==> src/rtl/spike_rate_decoder_pkg.sv <==
// Shared types and constants for the spike rate decoder.
// Latency: n/a (types and constant helpers only).
// Backpressure: n/a.
package spike_rate_decoder_pkg;

    typedef enum logic {
        IDLE = 1'b0,
        SEND = 1'b1
    } state_t;

    localparam int N_CH_DEF  = 8;
    localparam int CNT_W_DEF = 8;
    localparam int WIN_W_DEF = 8;

    // Largest value an unsigned counter of the given width can hold.
    function automatic int sat_max(input int width);
        return (1 << width) - 1;
    endfunction

endpackage

==> src/rtl/spike_sat_counter.sv <==
// Per-channel saturating spike counter; cnt_nxt includes this cycle's spike.
// Latency: cnt_nxt is combinational, the stored count updates one cycle later.
// Backpressure: none; ena low holds the count and ignores inc.
module spike_sat_counter
    import spike_rate_decoder_pkg::*;
#(
    parameter int CNT_W = CNT_W_DEF
) (
    input  logic             clk,
    input  logic             rst_n,
    input  logic             ena,
    input  logic             inc,
    input  logic             clr,
    output logic [CNT_W-1:0] cnt_nxt
);

    localparam logic [CNT_W-1:0] CNT_MAX = CNT_W'(sat_max(CNT_W));

    logic [CNT_W-1:0] cnt;

    always_comb begin
        cnt_nxt = cnt;
        if (ena && inc && (cnt != CNT_MAX)) begin
            cnt_nxt = cnt + CNT_W'(1);
        end
    end

    // Clear wins over increment: the closing cycle's spike is consumed via cnt_nxt.
    always_ff @(posedge clk or negedge rst_n) begin
        if (!rst_n) begin
            cnt <= '0;
        end else if (clr) begin
            cnt <= '0;
        end else begin
            cnt <= cnt_nxt;
        end
    end

endmodule

==> src/rtl/spike_rate_decoder.sv <==
// Windowed per-channel spike counting with snapshot readout; SPIKE_RATE_DECODER_ARGMAX_EN adds win_idx/win_valid.
// Latency: snapshot visible and out_valid high the cycle after the window closes; argmax one cycle later.
// Backpressure: out_ready stalls the readout; a window closing mid-readout is dropped and flags overrun.
module spike_rate_decoder
    import spike_rate_decoder_pkg::*;
#(
    parameter int N_CH  = N_CH_DEF,
    parameter int CNT_W = CNT_W_DEF,
    parameter int WIN_W = WIN_W_DEF
) (
    input  logic                    clk,
    input  logic                    rst_n,
    input  logic                    ena,
    input  logic [N_CH-1:0]         spike_in,
    input  logic [WIN_W-1:0]        window_len,
    output logic                    out_valid,
    input  logic                    out_ready,
    output logic [$clog2(N_CH)-1:0] out_chan,
    output logic [CNT_W-1:0]        out_count,
    output logic                    window_done,
    output logic                    overrun
`ifdef SPIKE_RATE_DECODER_ARGMAX_EN
    ,
    output logic [$clog2(N_CH)-1:0] win_idx,
    output logic                    win_valid
`endif
);

    localparam int CH_W = $clog2(N_CH);

    logic [WIN_W-1:0] win_cnt;
    logic [WIN_W-1:0] win_last;
    logic             win_end;

    logic [CNT_W-1:0] live_nxt [N_CH];
    logic [CNT_W-1:0] snap     [N_CH];

    state_t           state, state_nxt;
    logic [CH_W-1:0]  chan, chan_nxt;
    logic             snap_load;
    logic             overrun_set;

    // Length 0 encodes the full 2^WIN_W window; >= lets a shrunk length close at once.
    assign win_last = (window_len == '0) ? '1 : (window_len - WIN_W'(1));
    assign win_end  = ena && (win_cnt >= win_last);

    always_ff @(posedge clk or negedge rst_n) begin
        if (!rst_n) begin
            win_cnt     <= '0;
            window_done <= 1'b0;
        end else begin
            window_done <= win_end;
            if (win_end) begin
                win_cnt <= '0;
            end else if (ena) begin
                win_cnt <= win_cnt + WIN_W'(1);
            end
        end
    end

    for (genvar g = 0; g < N_CH; g++) begin : g_ch
        spike_sat_counter #(
            .CNT_W (CNT_W)
        ) u_cnt (
            .clk     (clk),
            .rst_n   (rst_n),
            .ena     (ena),
            .inc     (spike_in[g]),
            .clr     (win_end),
            .cnt_nxt (live_nxt[g])
        );
    end

    always_comb begin
        state_nxt   = state;
        chan_nxt    = chan;
        snap_load   = 1'b0;
        overrun_set = 1'b0;
        case (state)
            IDLE: begin
                if (win_end) begin
                    snap_load = 1'b1;
                    state_nxt = SEND;
                    chan_nxt  = '0;
                end
            end
            SEND: begin
                overrun_set = win_end;
                if (out_ready) begin
                    if (chan == CH_W'(N_CH - 1)) begin
                        state_nxt = IDLE;
                        chan_nxt  = '0;
                    end else begin
                        chan_nxt = chan + CH_W'(1);
                    end
                end
            end
            default: begin
                state_nxt = IDLE;
                chan_nxt  = '0;
            end
        endcase
    end

    always_ff @(posedge clk or negedge rst_n) begin
        if (!rst_n) begin
            state   <= IDLE;
            chan    <= '0;
            overrun <= 1'b0;
        end else begin
            state <= state_nxt;
            chan  <= chan_nxt;
            if (overrun_set) begin
                overrun <= 1'b1;
            end
        end
    end

    always_ff @(posedge clk or negedge rst_n) begin
        if (!rst_n) begin
            for (int i = 0; i < N_CH; i++) begin
                snap[i] <= '0;
            end
        end else if (snap_load) begin
            for (int i = 0; i < N_CH; i++) begin
                snap[i] <= live_nxt[i];
            end
        end
    end

    assign out_valid = (state == SEND);
    assign out_chan  = chan;
    assign out_count = out_valid ? snap[chan] : '0;

`ifdef SPIKE_RATE_DECODER_ARGMAX_EN
    logic             snap_loaded;
    logic [CH_W-1:0]  max_idx;
    logic [CNT_W-1:0] max_val;

    // Strict > keeps the lowest index on ties and yields 0 for an all-zero snapshot.
    always_comb begin
        max_idx = '0;
        max_val = snap[0];
        for (int i = 1; i < N_CH; i++) begin
            if (snap[i] > max_val) begin
                max_val = snap[i];
                max_idx = CH_W'(i);
            end
        end
    end

    always_ff @(posedge clk or negedge rst_n) begin
        if (!rst_n) begin
            snap_loaded <= 1'b0;
            win_valid   <= 1'b0;
            win_idx     <= '0;
        end else begin
            snap_loaded <= snap_load;
            win_valid   <= snap_loaded;
            if (snap_loaded) begin
                win_idx <= max_idx;
            end
        end
    end
`endif

endmodule

==> config.mk <==
export PLATFORM = sky130hd
export DESIGN_NAME = spike_rate_decoder
export DESIGN_NICKNAME = d
export VERILOG_FILES = /design/src/rtl/spike_rate_decoder_pkg.sv /design/src/rtl/spike_sat_counter.sv /design/src/rtl/spike_rate_decoder.sv
export SDC_FILE = /design/constraint.sdc
export NUM_CORES = 1
export LEC_CHECK = 0
export ABC_CLOCK_PERIOD_IN_PS = 4300
export CAP_MARGIN = 25
export CORE_MARGIN = 2
export CORE_UTILIZATION = 65
export CTS_CLUSTER_SIZE = 20
export DETAILED_ROUTE_END_ITERATION = 12
export PLACE_DENSITY = 0.89
export SETUP_SLACK_MARGIN = 0.02
export SLEW_MARGIN = 20
export SYNTH_ARGS = -nofsm -noshare
export SYNTH_HDL_FRONTEND = slang
export SYNTH_SLANG_ARGS = --single-unit
==> constraint.sdc <==
create_clock -name clk -period 4.3 [get_ports clk]
set_clock_uncertainty 0.15 [all_clocks]
set_input_delay 0.645 -clock clk [delete_from_list [all_inputs] [get_ports clk]]
set_output_delay 0.645 -clock clk [all_outputs]
set_load 0.005 [all_outputs]
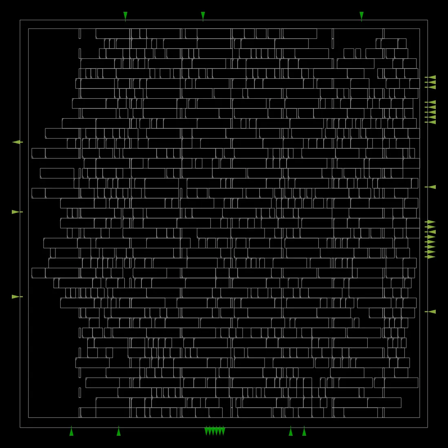
final_placement.png
row count: 39
number of tapcells: 143
seq_cells: 142

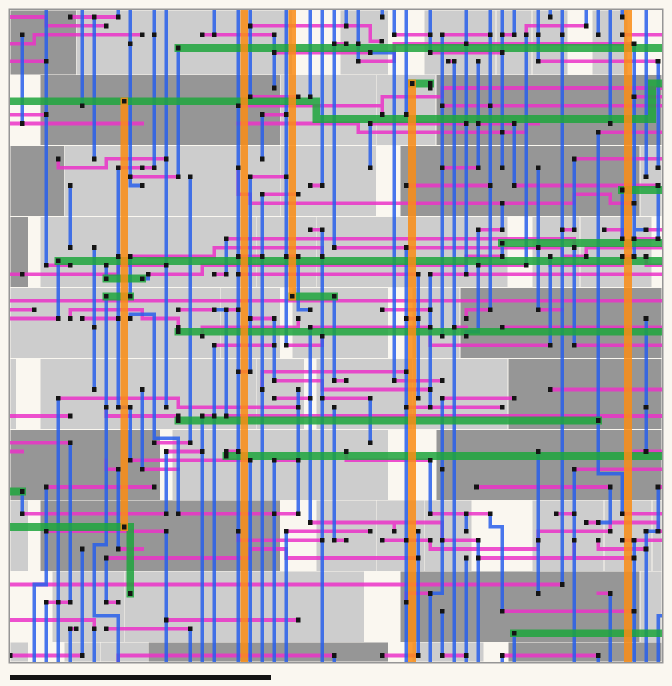
zoom.png
The bar under the picture is 10 um long. Window x 43 to 68, y 21 to 46 um. Cells in gray, sequential cells in the stronger gray; small squares are vias.
Key: blue = met2; green = met3; magenta = met1; orange = met4
40 logic cells have their middle in the window. Most frequent: dfrtp_1 (9), o21ai_0 (7), mux4_2 (6). Sequential cells in the window: 9. Netlist names of flops here include snap (9).

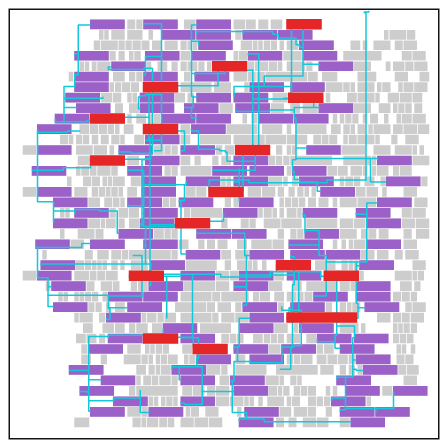
clock_map.png
Key: red = cells driving clock nets [count 17]; purple = flip-flops [count 142]; cyan = clock wires [length 1,730 um]
There are 18 routed clock nets.
clock latency of the later-clocked register in the worst-skew pair: 0.42 ns
clock group total power: 1640 uW

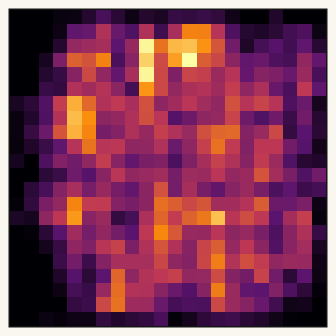
wire_density.png
22 x 22 tiles, from black (low) to pale yellow (high), scaled to the fullest tile. Values are wire area over tile area, all layers added.
19% of the tiles are over half the peak. The emptiest ninth of the die: lower left. 11% of the tiles are nearly empty. The mean over all tiles is 0.26.

==> run_results.csv <==
group,metric,value,unit
clock_network,cts_buffer_depth,2,
die,number_of_placed_i_o_pins,34,
grt,grt_pass1_vias,6261,
final_layout,clock_tree_area_fraction,7.680,%
timing,finalWorstPathRequiredPeriod,3.942,ns
critical_path,worstReg2RegStart,"win_cnt[0]$_DFFE_PN0P_",
synthesis,synthMostInstantiatedCell,"dfrtp_1",
place,place.gp.congestion,0.8601,
final_layout,fin_area,8537,um2
timing,report.final.setup_viol,0,
drt,post_drt_wl_per_cell,20.97,um
pwr,pg_comb,1780,uW
timing,report.final.slew_viol_count,0,
synthesis,seq_area_frac_synth,47.60,%
pwr,top_power_group,"sequential cells",
critical_path,crit_path_end,"g_ch[7].u_cnt.cnt[5]$_DFF_PN0_",
synthesis,synth_stat.cells,732,
die,chip_area,12360,um2
synthesis,post_synth_most_frequent_cells,"dfrtp_1, nor2_1, o21ai_0",
run_status,run_status,"complete, no violations",
final_layout,largestRegisters,"g_ch.u_cnt.cnt: 64 flops, snap: 64 flops, win_cnt: 8 flops",
final_layout,area.sequential,3553,um2
pwr,pwr-share-clk,28.7,%
final_layout,layout.filler_cells,692,
flow_run,drv.max_cap_violation_count,0,
grt,grt_antenna_before_repair,0,
clock_network,post_cts_resized,0,
clock_network,number_of_buffers_created_by_cts,17,
synthesis,ys_warn_count,0,
synthesis,fa_ha_maj_area_share,3.520,%
clock_network,cts_tree,"yes",
synthesis,asyncSetResetFlopFracSynth,100.0,%
final_layout,fin_util,75.41,%
final_layout,count_of_plain_and_timing_repair_buffers_in_the_layout,43,
final_layout,most-common-layout-cells,"dfrtp_1, nor2_1, o21ai_0",
timing,worst_tran_pin_value,1.014,ns
drt,route.met3.wl,1289,um
grt,grt_util_met3,5.960,%
grt,grt_most_used_layer,"met2",
critical_path,ff2ff_path_depth,8,
pwr,power_report.internal_total,3614,uW
final_layout,multi_input_comb_area,3669,um2
pwr,power.leakage,0.003784,uW
synthesis,avgSynthCellArea,10.20,um2
timing,hold_viol,0,
die,initial_utilization,65.94,%
timing,max_slew_margin,32.39,%
final_layout,synthToLayoutAreaGrowth,14.36,%
final_layout,number_of_combinational_gates_with_multiple_inputs,534,
synthesis,postSynthCellCount,732,
critical_path,req_time_crit_path,4.44,ns
synthesis,yosys_register_bits,142,
final_layout,n_clock_buffer,19,
place,detailedPlace.worstSlack,-0.02250,ns
grt,grt_pass1_wl,32090,um
place,placed_cell_area,7881,um2
clock_network,cts.clk_slew.worst_paths,0.06,ns
critical_path,timing.critical_path.cells,"clkdlybuf4s50_1 -> or4_1 -> nor3_1 -> buf_4 -> nor2_1 -> ha_1 -> nand4_1 -> o31ai_2 -> and2_2 -> buf_12 -> nor2_1",
critical_path,path_buffers,3,
critical_path,worst_path_max_delay_cell,"and2_2",
critical_path,reg2reg_setup_slack,1.53,ns
pwr,power.share.combinational,31.2,%
drt,final_antenna_net_count,0,
synthesis,top_logic_kind,"simple AND/OR/NAND/NOR gates",
synthesis,mux_share,10.95,%
timing,setup_slack,0.3575,ns
final_layout,number_of_antenna_diodes,0,
grt,global_route.usage.total,32.61,%
synthesis,edf_count,0,
flow_run,openroad.warnings,29,
final_layout,drive_above_1_share,10.21,%
pwr,ir_drop,0.4465,mV
clock_network,cts_setup_buffers,0,
critical_path,critPathMaxFanout,41,
synthesis,top_area_share,47.60,%
pwr,pwr.group.sequential,2290,uW
pwr,switching_power,2085,uW
drt,count_of_unresolved_drc_violations_after_routing,0,
final_layout,layout_top_cell,"dfrtp_1",
Power is estimated from default activity; no workload was simulated.
